$ cat src/rtl/adder2b.sv
// ---------------------------------------------------------------------------
// adder2b : 2-bit ripple adder with registered result and carry statistics.
//
// The combinational sum {Cout,S} is built from a half adder on bit 0 and a
// full adder on bit 1. A registered copy of the result (sum_q), a
// "result valid since reset" flag, and a saturating count of carry edges
// are kept on the clock.
//
// Optional feature macro: ADDER2B_STICKY_CARRY_EN
//   defined   : carry_sticky latches 1 on the first non-reset edge with
//               Cout=1 and holds until reset.
//   undefined : carry_sticky is a constant 0 and no flop exists for it.
//
// Reset is synchronous and active-high. There is no asynchronous path, so
// the registered outputs are unknown until the first reset edge.
// ---------------------------------------------------------------------------
module adder2b (
    input  logic       clock,
    input  logic       reset,
    input  logic [1:0] A,
    input  logic [1:0] B,
    output logic [1:0] S,
    output logic       Cout,
    output logic [2:0] sum_q,
    output logic       valid_q,
    output logic [3:0] carry_cnt,
    output logic       carry_sticky
);

    // Half-adder sum / full-adder sum bit: parity of the inputs.
    function automatic logic f_xor3(input logic a, input logic b, input logic c);
        f_xor3 = a ^ b ^ c;
    endfunction

    // Carry of a full adder: majority of the three inputs.
    function automatic logic f_maj3(input logic a, input logic b, input logic c);
        f_maj3 = (a & b) | (a & c) | (b & c);
    endfunction

    // Saturating increment; holds at all-ones instead of wrapping.
    function automatic logic [3:0] f_sat_inc(input logic [3:0] v);
        if (v == 4'hF) begin
            f_sat_inc = 4'hF;
        end else begin
            f_sat_inc = v + 4'd1;
        end
    endfunction

    logic       w_c0;
    logic [1:0] w_s;
    logic       w_cout;

    logic [2:0] r_sum_q;
    logic       r_valid_q;
    logic [3:0] r_carry_cnt;

    // Ripple adder: bit 0 half adder feeding the bit 1 full adder.
    always_comb begin
        w_c0   = A[0] & B[0];
        w_s    = 2'b00;
        w_s[0] = f_xor3(A[0], B[0], 1'b0);
        w_s[1] = f_xor3(A[1], B[1], w_c0);
        w_cout = f_maj3(A[1], B[1], w_c0);
    end

    assign S    = w_s;
    assign Cout = w_cout;

    // Capture the current sum and mark the result valid; reset clears both.
    always_ff @(posedge clock) begin
        if (reset) begin
            r_sum_q   <= 3'b000;
            r_valid_q <= 1'b0;
        end else begin
            r_sum_q   <= {w_cout, w_s};
            r_valid_q <= 1'b1;
        end
    end

    // Count edges that see a carry out, saturating at 15; reset wins.
    always_ff @(posedge clock) begin
        if (reset) begin
            r_carry_cnt <= 4'h0;
        end else if (w_cout) begin
            r_carry_cnt <= f_sat_inc(r_carry_cnt);
        end else begin
            r_carry_cnt <= r_carry_cnt;
        end
    end

    assign sum_q     = r_sum_q;
    assign valid_q   = r_valid_q;
    assign carry_cnt = r_carry_cnt;

`ifdef ADDER2B_STICKY_CARRY_EN
    logic r_carry_sticky;

    // Remember that any carry occurred since the last reset.
    always_ff @(posedge clock) begin
        if (reset) begin
            r_carry_sticky <= 1'b0;
        end else if (w_cout) begin
            r_carry_sticky <= 1'b1;
        end else begin
            r_carry_sticky <= r_carry_sticky;
        end
    end

    assign carry_sticky = r_carry_sticky;
`else
    assign carry_sticky = 1'b0;
`endif

endmodule

$ cat config.mk
export PLATFORM = sky130hd
export DESIGN_NAME = adder2b
export DESIGN_NICKNAME = d
export VERILOG_FILES = /design/src/rtl/adder2b.sv
export SDC_FILE = /design/constraint.sdc
export NUM_CORES = 1
export LEC_CHECK = 0
export CAP_MARGIN = 20
export CORE_AREA = 2 2 39 41
export DETAILED_ROUTE_END_ITERATION = 12
export DIE_AREA = 0 0 41 43
export SLEW_MARGIN = 25
export SYNTH_ARGS = -nofsm -noshare
export SYNTH_HDL_FRONTEND = slang
export SYNTH_SLANG_ARGS = --single-unit
$ cat constraint.sdc
create_clock -name clock -period 1.65 [get_ports clock]
set_clock_uncertainty 0.15 [all_clocks]
set_input_delay 0.165 -clock clock [delete_from_list [all_inputs] [get_ports clock]]
set_output_delay 0.165 -clock clock [all_outputs]
set_load 0.1 [all_outputs]
==> run_1/clk_routes.png <==
Bar = 10 µm.
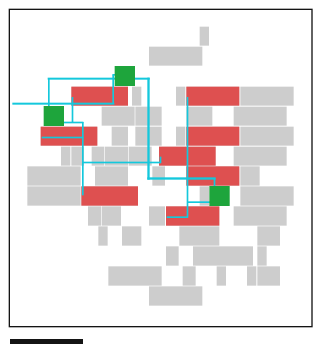
legend:
  clock drivers:
    color: green
    count: 3
  flip-flops:
    color: red
    count: 8
  clock wires:
    color: cyan
    length: 118 µm
routed clock nets: 4
Clk pwr share: 0.221
Clk. pwr: 0.000149 W
clk ins delay skew pair: 260 ps

==> run_1/layer_met3.png <==
Bar = 10 µm.
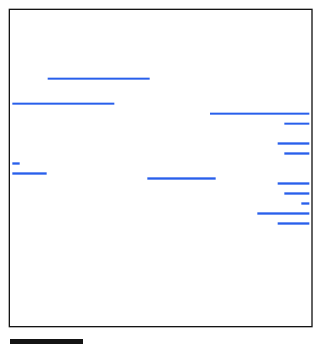
nets with wire on the layer: 13
longest straight run: 13.6 µm
wire length on this layer: 83.4 µm
share of all routed wire: 13%
grt met3 use: 0.0995
via count: 293
Routed WL: 643 µm

==> impl_metrics.toml, run 1 <==
# yosys + openroad results
[setup_path]
r2r_start = "carry_cnt[0]$_SDFFE_PP0P_"
worstPathRequired_ps = 1330
critPathCaptureType = "output pin"
r2r_cells = 4
rrSetupSlack_ps = 330
startpoint_type = "input pin"

[power_and_ir_drop]
power.leakage_nw = 0.271
seqPwrFrac = 0.328
combPwrFrac = 0.452
power.internal_w = 0.000396
pg_seq_w = 0.000221
p_per_area_nw_per_um2 = 1030

[grt]
antenna_found_initial = 0
grt_pass1_wl_um = 1080
grt_pass1_vias = 277
top_usage_layer = "met2"
grt_use_met1 = 0.0915

[detailed_routing]
wl_met3_um = 83
vias_per_cell = 4.19
dr.pass1.iters = 2

[synthesis]
area_leaders = "dfxtp_1 46%, inv_1 7.6%, ha_1 7.2%, fa_1 5.8%, nor3_1 5.8%"
yosysTopAreaCell = "dfxtp_1"
syn_area_per_cell_um2 = 9.40
synthDominantCellAreaShare = 0.460
yosys_area_um2 = 348
fp_nets = 46
ys_ff = 8

[die]
die_x_um = 41
rows = 14
die_height_um = 43
initCoreUtil = 0.251

[final_layout]
syn_to_final_growth_pct = 89.2
final_common_cell = "buf_12"
diodes = 0

[worst_hold_path]
whs_path_depth = 3
hp-class = "input pin to register"

[final_timing]
slew_viol_final = 0
max_clock_freq_ghz = 0.626
fin_ws_ps = 51.5
hold_violations = 0
min_period_ps = 1600

[clock_network]
postCtsHoldBufs = 0
path_clk_slew_ps = 50
cts_made_buffers = 3
cts_tree = "built"

[flow_run]
warnings = 27
drv_cap = 0

[placed_design]
place_ws_ps = -373
dpl_cell_area_um2 = 648

[status]
outcome = "finished, final reports clean"
==> run_1/wires.png <==
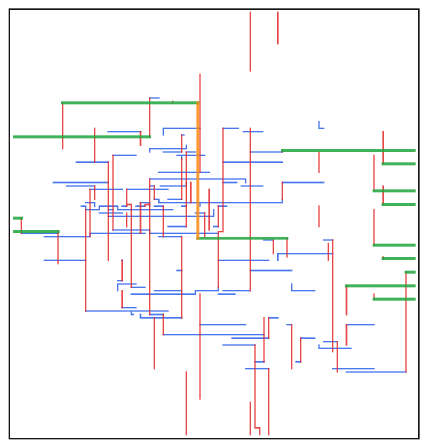
legend:
  metal 2:
    color: red
    wire_length: 282 µm
  metal 1:
    color: blue
    wire_length: 264 µm
  metal 3:
    color: green
    wire_length: 83.4 µm
  metal 4:
    color: orange
    wire_length: 13.6 µm
DR WL/cell: 9.19 µm
total global routing track utilization: 0.0989

-- run 1: cell families (layout without fill, tap and decap cells) --
group,after synthesis,count (layout),share of synthesized area
other cells,1,1,0.0108
fa+ha+maj,3,3,0.129
compound gates,2,2,0.0503
buf+inv,9,26,0.108
simple gates,14,14,0.241
flops,8,8,0.460
-- run 1: Yosys cell counts --
cell type and n:
dfxtp_1 8, inv_1 7, nor2_1 4, nor3_1 4, ha_1 2, a211oi_2 1, a21oi_1 1, and3_1 1
buf_4 1, clkbuf_1 1, conb_1 1, fa_1 1, nand4b_1 1, nor2b_1 1, nor3_2 1, nor3b_1 1
nor4bb_1 1
-- run 1: registers in the layout, indices dropped and copies added (netlist names) --
| register | count |
|---|---|
| valid_q | 1 |
| sum_q | 3 |
| carry_cnt | 4 |
-- run 1: per-stage QoR --
step | cells | utilization | power (W) | setup TNS, ps | hold slack [ps]
after floorplan | 37 | - | 0.000426 | -42.5 | 262
after global placement | 67 | 0.468 | 0.000535 | -1580 | 367
after detailed placement | 67 | 0.468 | 0.000536 | -1720 | 369
after CTS | 70 | 0.476 | 0.000686 | 0 | 162
after global routing | 70 | 0.476 | 0.000708 | 0 | 191
final | 70 | 0.476 | 0.000676 | 0 | 168
-- run 1: area by class of cell --
cell class,instances,area [µm²]
sequential,8,165
clock buffer,3,22.5
fill,126,726
tap,16,20.0
inverter,7,33.8
multi-input combinational,20,159
timing repair buffer,16,258
-- run 1: worst max-delay path by stage --
stage / startpoint / endpoint
after floorplan: A[0] / carry_cnt[2]$_SDFFE_PP0P_
after global placement: A[0] / carry_cnt[3]$_SDFFE_PP0P_
after detailed placement: A[0] / carry_cnt[3]$_SDFFE_PP0P_
after CTS: A[1] / S[1]
after global routing: A[1] / S[1]
final: A[1] / S[1]
==> inputs of run 2 (changes only) <==
- SLEW_MARGIN: 25 -> not set
- clock period: 1.65 -> 1.8 ns (I/O delays scaled with it)
==> run 2 against run 1 <==
Against the previous run: die area unchanged; final cell count increased by 5.7%; routed wire length increased by 20%; clock power decreased by about 10%; sequential cell count unchanged; combinational power decreased by about 10%; hold slack improved by 94 ps; critical endpoint is now Cout; highest routed layer is now met3.
==> impl_metrics.toml, run 2 <==
# yosys + openroad results
[status]
outcome = "finished, final reports clean"

[die]
n_tap_cell = 16

[worst_hold_path]
whs_path_depth = 4

[final_layout]
fin_util = 0.465
clock_buffers = 3
syn_to_final_growth_pct = 84.9
diodes = 0
largest_reg_flops = 4

[power_and_ir_drop]
p_total_w = 0.000608
power.leakage_nw = 0.288
p_per_area_nw_per_um2 = 945

[final_timing]
tns_ps = 0
min_period_ps = 1660

[detailed_routing]
vias_per_cell = 4.36

[placed_design]
dpl_cell_area_um2 = 598

[synthesis]
yosysTopAreaCell = "dfxtp_1"
edf_count = 0
fp_nets = 46

[setup_path]
cp-endpoint = "Cout"

[flow_run]
warnings = 26

[clock_network]
cts_made_buffers = 3
## run 2: cell counts after synthesis
Identical to the previous run, type by type.
## run 2: logic make-up after synthesis
group	share of synthesized area
buffers and inverters	0.108
other	0.0108
DFF	0.460
adders and majority gates	0.129
AOI/OAI and AO/OA	0.0503
and+or+nand+nor	0.241
## run 2: where the power goes
part | leakage [nW] | internal [W] | total (W) | switching (W)
registers | 0.0667 | 0.000190 | 0.000200 | 0.00000966
logic | 0.208 | 0.0000879 | 0.000274 | 0.000186
clock network | 0.0138 | 0.0000761 | 0.000134 | 0.0000584
total | 0.288 | 0.000354 | 0.000608 | 0.000254
## run 2: stage by stage
stage	cells	hold WS, ps
6_report	74	262
5_1_grt	74	298
4_1_cts	74	321
3_5_place_dp	69	370
3_3_place_gp	69	361
2_1_floorplan	37	277
## run 2: repair_timing
action	4_1_cts	5_1_grt
pin swaps	2	1
buffers inserted	2	0
resized	9	2
hold buffers	0	0
setup endpoints to repair	2	2
## run 2: worst min path at each step
stage,start,to
2_1_floorplan,reset,valid_q$_DFF_P_
3_3_place_gp,carry_cnt[0]$_SDFFE_PP0P_,carry_cnt[0]$_SDFFE_PP0P_
3_5_place_dp,carry_cnt[0]$_SDFFE_PP0P_,carry_cnt[0]$_SDFFE_PP0P_
4_1_cts,A[0],sum_q[0]$_SDFF_PP0_
5_1_grt,B[1],sum_q[1]$_SDFF_PP0_
6_report,B[1],sum_q[1]$_SDFF_PP0_
## run 2: layer usage
| metal | wire, µm | GRT usage | part of all wire | vias to the layer above |
|---|---|---|---|---|
| met3 | 95 | 0.0524 | 0.12 | 0 |
| met5 | 0 | 0 | 0 | - |
| met2 | 371 | 0.156 | 0.48 | 17 |
| li1 | - | - | - | 160 |
| met4 | 0 | 0.0800 | 0 | 0 |
| met1 | 308 | 0.116 | 0.40 | 146 |
==> run_2/layer_met3.png <==
Bar = 10 µm.
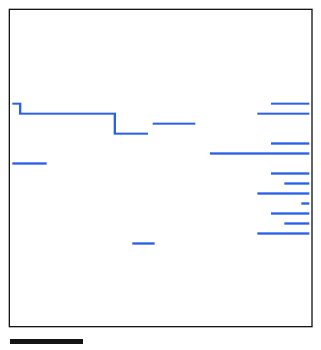
longest straight run: 13.2 µm
share of all routed wire: 12%
nets with wire on the layer: 14
main direction: horizontal
grt met3 use: 0.0524
Routed WL: 774 µm
via count: 323

==> run_2/wires.png <==
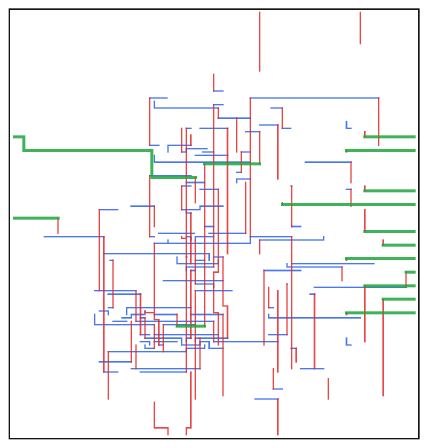
legend:
  metal 3:
    color: green
    wire_length: 95.3 µm
  metal 2:
    color: red
    wire_length: 371 µm
  metal 1:
    color: blue
    wire_length: 309 µm
total global routing track utilization: 0.109
DR WL/cell: 10.5 µm

==> run_2/flops_by_reg.png <==
Other sequential cells in the stronger gray, the rest of the logic in the fainter gray.
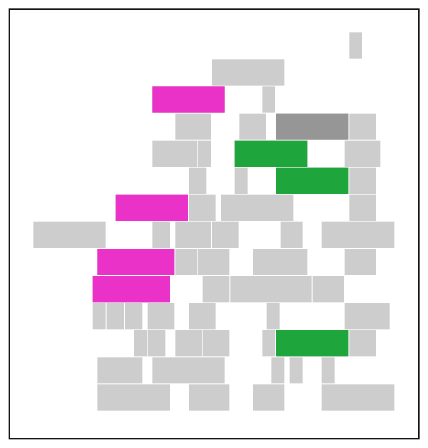
legend:
  `carry_cnt`:
    color: magenta
    placed_flops: 4
  `sum_q`:
    color: green
    placed_flops: 3
Power Sequential: 0.000200 W
register area: 163 µm²

Power is estimated from default activity; no workload was simulated.
